Figure 1. Clock routing.
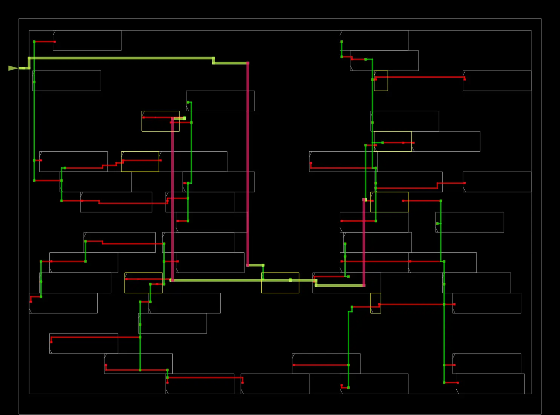
Figure 2. Signal metal coverage by tile.
Drawn at 6 px/um. The die is cut into 14 by 11 equal tiles; dark purple is low, yellow is high, scaled to the fullest tile. Values are wire area over tile area, all layers added.
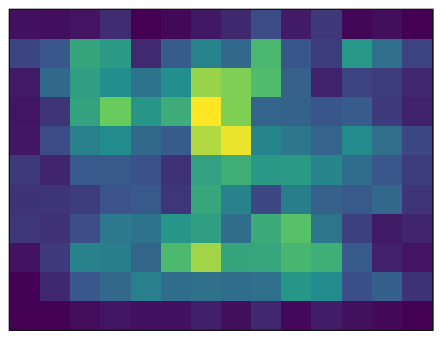
Figure 3. Cell sizes after repair.
Drawn at 4 px/um.
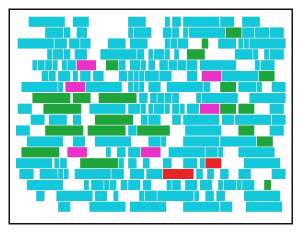
**src/rtl/keypad_scan.sv**
```systemverilog
// 4x4 active-low matrix keypad scanner: walks one low column at a time, debounces
// press and release over whole scan samples and reports one hex code per press.
module keypad_scan #(
    parameter logic [15:0] SCAN_DIV       = 16'd50000,
    parameter logic [3:0]  DEBOUNCE_SCANS = 4'd4
) (
    input  logic       clock,
    input  logic       reset_n,
    input  logic [3:0] row,
    output logic [3:0] col,
    output logic [3:0] key_code,
    output logic       key_valid,
    output logic       key_down
);

    typedef enum logic [1:0] {
        IDLE,
        DEBOUNCE,
        PRESSED
    } state_t;

    state_t      r_state;
    state_t      w_stateNext;
    logic [3:0]  r_rowMeta;
    logic [3:0]  r_rowSync;
    logic [15:0] r_div;
    logic [1:0]  r_colIdx;
    logic [1:0]  w_colIdxNext;
    logic [3:0]  r_cand;
    logic [3:0]  w_candNext;
    logic [3:0]  r_cnt;
    logic [3:0]  w_cntNext;
    logic [3:0]  r_keyCode;
    logic [3:0]  w_keyCodeNext;
    logic        r_keyValid;
    logic        w_keyValidNext;
    logic        r_keyDown;
    logic        w_keyDownNext;

    logic        w_sample;
    logic        w_hit;
    logic [1:0]  w_rowIdx;
    logic [3:0]  w_cntInc;
    logic        w_candRowLow;

    // Rows are idle-high, so the synchronizer resets high to avoid a phantom press.
    always_ff @(posedge clock or negedge reset_n) begin
        if (!reset_n) begin
            r_rowMeta <= 4'hF;
            r_rowSync <= 4'hF;
            r_div     <= 16'd0;
        end else begin
            r_rowMeta <= row;
            r_rowSync <= r_rowMeta;
            r_div     <= w_sample ? 16'd0 : r_div + 16'd1;
        end
    end

    assign w_sample     = (r_div == SCAN_DIV - 16'd1);
    assign w_hit        = ~&r_rowSync;
    assign w_cntInc     = r_cnt + 4'd1;
    assign w_candRowLow = ~r_rowSync[r_cand[3:2]];

    always_comb begin
        w_rowIdx = 2'd0;
        for (int i = 3; i >= 0; i--) begin
            if (!r_rowSync[i]) begin
                w_rowIdx = 2'(i);
            end
        end
    end

    always_comb begin
        w_stateNext    = r_state;
        w_colIdxNext   = r_colIdx;
        w_candNext     = r_cand;
        w_cntNext      = r_cnt;
        w_keyCodeNext  = r_keyCode;
        w_keyValidNext = 1'b0;
        w_keyDownNext  = r_keyDown;
        if (w_sample) begin
            unique case (r_state)
                IDLE: begin
                    if (w_hit) begin
                        w_candNext = {w_rowIdx, r_colIdx};
                        if (DEBOUNCE_SCANS == 4'd1) begin
                            w_stateNext    = PRESSED;
                            w_keyCodeNext  = {w_rowIdx, r_colIdx};
                            w_keyValidNext = 1'b1;
                            w_keyDownNext  = 1'b1;
                            w_cntNext      = 4'd0;
                        end else begin
                            w_stateNext = DEBOUNCE;
                            w_cntNext   = 4'd1;
                        end
                    end else begin
                        w_colIdxNext = r_colIdx + 2'd1;
                    end
                end
                DEBOUNCE: begin
                    if (w_hit && (w_rowIdx == r_cand[3:2])) begin
                        if (w_cntInc == DEBOUNCE_SCANS) begin
                            w_stateNext    = PRESSED;
                            w_keyCodeNext  = r_cand;
                            w_keyValidNext = 1'b1;
                            w_keyDownNext  = 1'b1;
                            w_cntNext      = 4'd0;
                        end else begin
                            w_cntNext = w_cntInc;
                        end
                    end else begin
                        w_stateNext  = IDLE;
                        w_cntNext    = 4'd0;
                        w_colIdxNext = r_colIdx + 2'd1;
                    end
                end
                PRESSED: begin
                    // Only the accepted key's row matters here; other keys are ignored.
                    if (!w_candRowLow) begin
                        if (w_cntInc == DEBOUNCE_SCANS) begin
                            w_stateNext   = IDLE;
                            w_keyDownNext = 1'b0;
                            w_cntNext     = 4'd0;
                            w_colIdxNext  = r_colIdx + 2'd1;
                        end else begin
                            w_cntNext = w_cntInc;
                        end
                    end else begin
                        w_cntNext = 4'd0;
                    end
                end
                default: begin
                    w_stateNext = IDLE;
                end
            endcase
        end
    end

    always_ff @(posedge clock or negedge reset_n) begin
        if (!reset_n) begin
            r_state    <= IDLE;
            r_colIdx   <= 2'd0;
            r_cand     <= 4'd0;
            r_cnt      <= 4'd0;
            r_keyCode  <= 4'd0;
            r_keyValid <= 1'b0;
            r_keyDown  <= 1'b0;
        end else begin
            r_state    <= w_stateNext;
            r_colIdx   <= w_colIdxNext;
            r_cand     <= w_candNext;
            r_cnt      <= w_cntNext;
            r_keyCode  <= w_keyCodeNext;
            r_keyValid <= w_keyValidNext;
            r_keyDown  <= w_keyDownNext;
        end
    end

    assign col       = ~(4'b0001 << r_colIdx);
    assign key_code  = r_keyCode;
    assign key_valid = r_keyValid;
    assign key_down  = r_keyDown;

endmodule

```
**config.mk**
```make
export PLATFORM = sky130hd
export DESIGN_NAME = keypad_scan
export DESIGN_NICKNAME = d
export VERILOG_FILES = /design/src/rtl/keypad_scan.sv
export SDC_FILE = /design/constraint.sdc
export NUM_CORES = 1
export LEC_CHECK = 0
export ABC_AREA = 0
export CORE_ASPECT_RATIO = 0.75
export CORE_UTILIZATION = 62
export DETAILED_ROUTE_END_ITERATION = 6
export GPL_ROUTABILITY_DRIVEN = 0
export PLACE_DENSITY_LB_ADDON = 0.15
export REMOVE_ABC_BUFFERS = 1
export SKIP_LAST_GASP = 1
export SLEW_MARGIN = 10
export SYNTH_ARGS = -nofsm -noshare
export SYNTH_HDL_FRONTEND = slang
export SYNTH_SLANG_ARGS = --single-unit
```
**constraint.sdc**
```tcl
create_clock -name clock -period 5.36 [get_ports clock]
set_input_delay 1.072 -clock clock [delete_from_list [all_inputs] [get_ports clock]]
set_output_delay 1.072 -clock clock [all_outputs]
set_load 0.01 [all_outputs]
```
==> flow_metrics.env <==
# physical design summary
export IMPL_outcome="completed"
export IMPL_cts_sinks=42
export IMPL_synth_main_ff_cell="dfrtp_1"
export IMPL_cts_root_buf="clkbuf_8"
export IMPL_common_cells="dfrtp_1 (34), inv_1 (17), nor2_1 (17)"
export IMPL_clkSlewWorstSetupHoldPaths_ns=0.07
export IMPL_fin_crit_sh_pct=49.1
export IMPL_drv_cap=0
export IMPL_cts_max_path_buffers=2
export IMPL_fp_dieW_um=70.3
export IMPL_cts_hold_buffers=0
export IMPL_synthTopCellsByArea="dfrtp_1 (39%), dfstp_2 (9.7%), ha_1 (6.3%)"
export IMPL_hold_path_endpoint="r_rowSync[3]"
export IMPL_post_cts_buffers=0
export IMPL_clk_share_pct=3.74
export IMPL_power_density_nw_per_um2=222
export IMPL_finalHoldWorstSlack_ns=0.362
export IMPL_comb_share_pct=42.2
export IMPL_cts_max_level=2
export IMPL_mux_share_pct=4.67
export IMPL_sh_seq_area_pct=43.5
export IMPL_aoi_share_pct=7.83
export IMPL_p_comb_w=0.0000127
export IMPL_met2_usage_pct=37.6
export IMPL_wl_met1_um=1880
export IMPL_portBuffers=15
export IMPL_grtUsageMet1_pct=33.3
export IMPL_postSynthAreaPerCell_sq_um=10.7
export IMPL_chipArea_sq_um=3750
export IMPL_vias_per_cell=6.00
export IMPL_synthArstFlopShare_pct=100
export IMPL_io_pins=16
export IMPL_cp_max_fo=4
export IMPL_p_seq_share_pct=59.8
export IMPL_p_int_w=0.000431
export IMPL_worstHoldPathType="reg2reg"
export IMPL_endpoint_kind="output pin"
export IMPL_ys_sh_adder_pct=6.34
export IMPL_fin_cells=262
export IMPL_dr_wl_met2_um=1890
export IMPL_core_area_sq_um=3310
export IMPL_diodes=0
export IMPL_fin_nets=238
export IMPL_ys_sh_simple_pct=22.5
export IMPL_r2r_setup_slack_ns=2.89
export IMPL_detailed_place_hpwl_um=2970
export IMPL_ys_sh_xor_pct=6.05
export IMPL_edf_count=0
export IMPL_ys_cells=203
export IMPL_critPathSlowestCell="clkdlybuf4s50_1"
export IMPL_buf_share_pct=5.95
export IMPL_cp_slowest_stage_delay_ns=0.52
export IMPL_grt_pass1_wl_um=6840
export IMPL_r2r_end="r_cnt[0]"
export IMPL_grt_overflow=0
export IMPL_logic_area_sq_um=1030
Notes on Figure 1 above:
clock buffers: 7
Clock Latency Late Sink: 0.29 ns
clock skew: 0.00472 ns

Notes on Figure 2 above:
mean over tiles = 0.18
nearly empty tiles = 4.5%
densest ninth of the die = center
tiles over half the peak = 21%
fullest tile = 0.56
wire length per cell: 15.6 um
all-layer global routing usage: 24.7%
Vias: 1,571
Detailed Route WL: 4080 um

Notes on Figure 3 above:
green -> drive 2  # cells 21, most used dfstp_2
magenta -> drive 6 and up  # cells 6, most used clkbuf_8
red -> drive 3 to 4  # cells 2
cyan -> drive 1 or less  # cells 193, most used dfrtp_1
design area: 2440 sq um
bufs w/o clock: 15
post-route setup slack: 2.73 ns
area grow syn2layout: 12.4%

worst max path at each step:
stage	start	endpoint	depth (start not counted)
final	r_colIdx[0]	col[2]	4
after global routing	r_colIdx[0]	col[0]	4
after CTS	r_colIdx[0]	col[0]	4
after detailed placement	r_div[11]	r_cnt[0]	5
after global placement	r_div[12]	r_cnt[0]	5
after floorplan	r_div[12]	r_cnt[3]	5
flip-flops by register name (all words and copies together), names as in the netlist:
signal	count
key_code	4
r_cand	4
r_div	16
r_colIdx	2
r_rowMeta	4
key_valid	1
r_state	2
r_cnt	4
r_rowSync	4
key_down	1
kinds of logic after synthesis:
family | after synthesis
simple gates | 81
fa+ha+maj | 11
mux | 8
flops | 42
xor+xnor | 15
buf+inv | 21
compound gates | 25
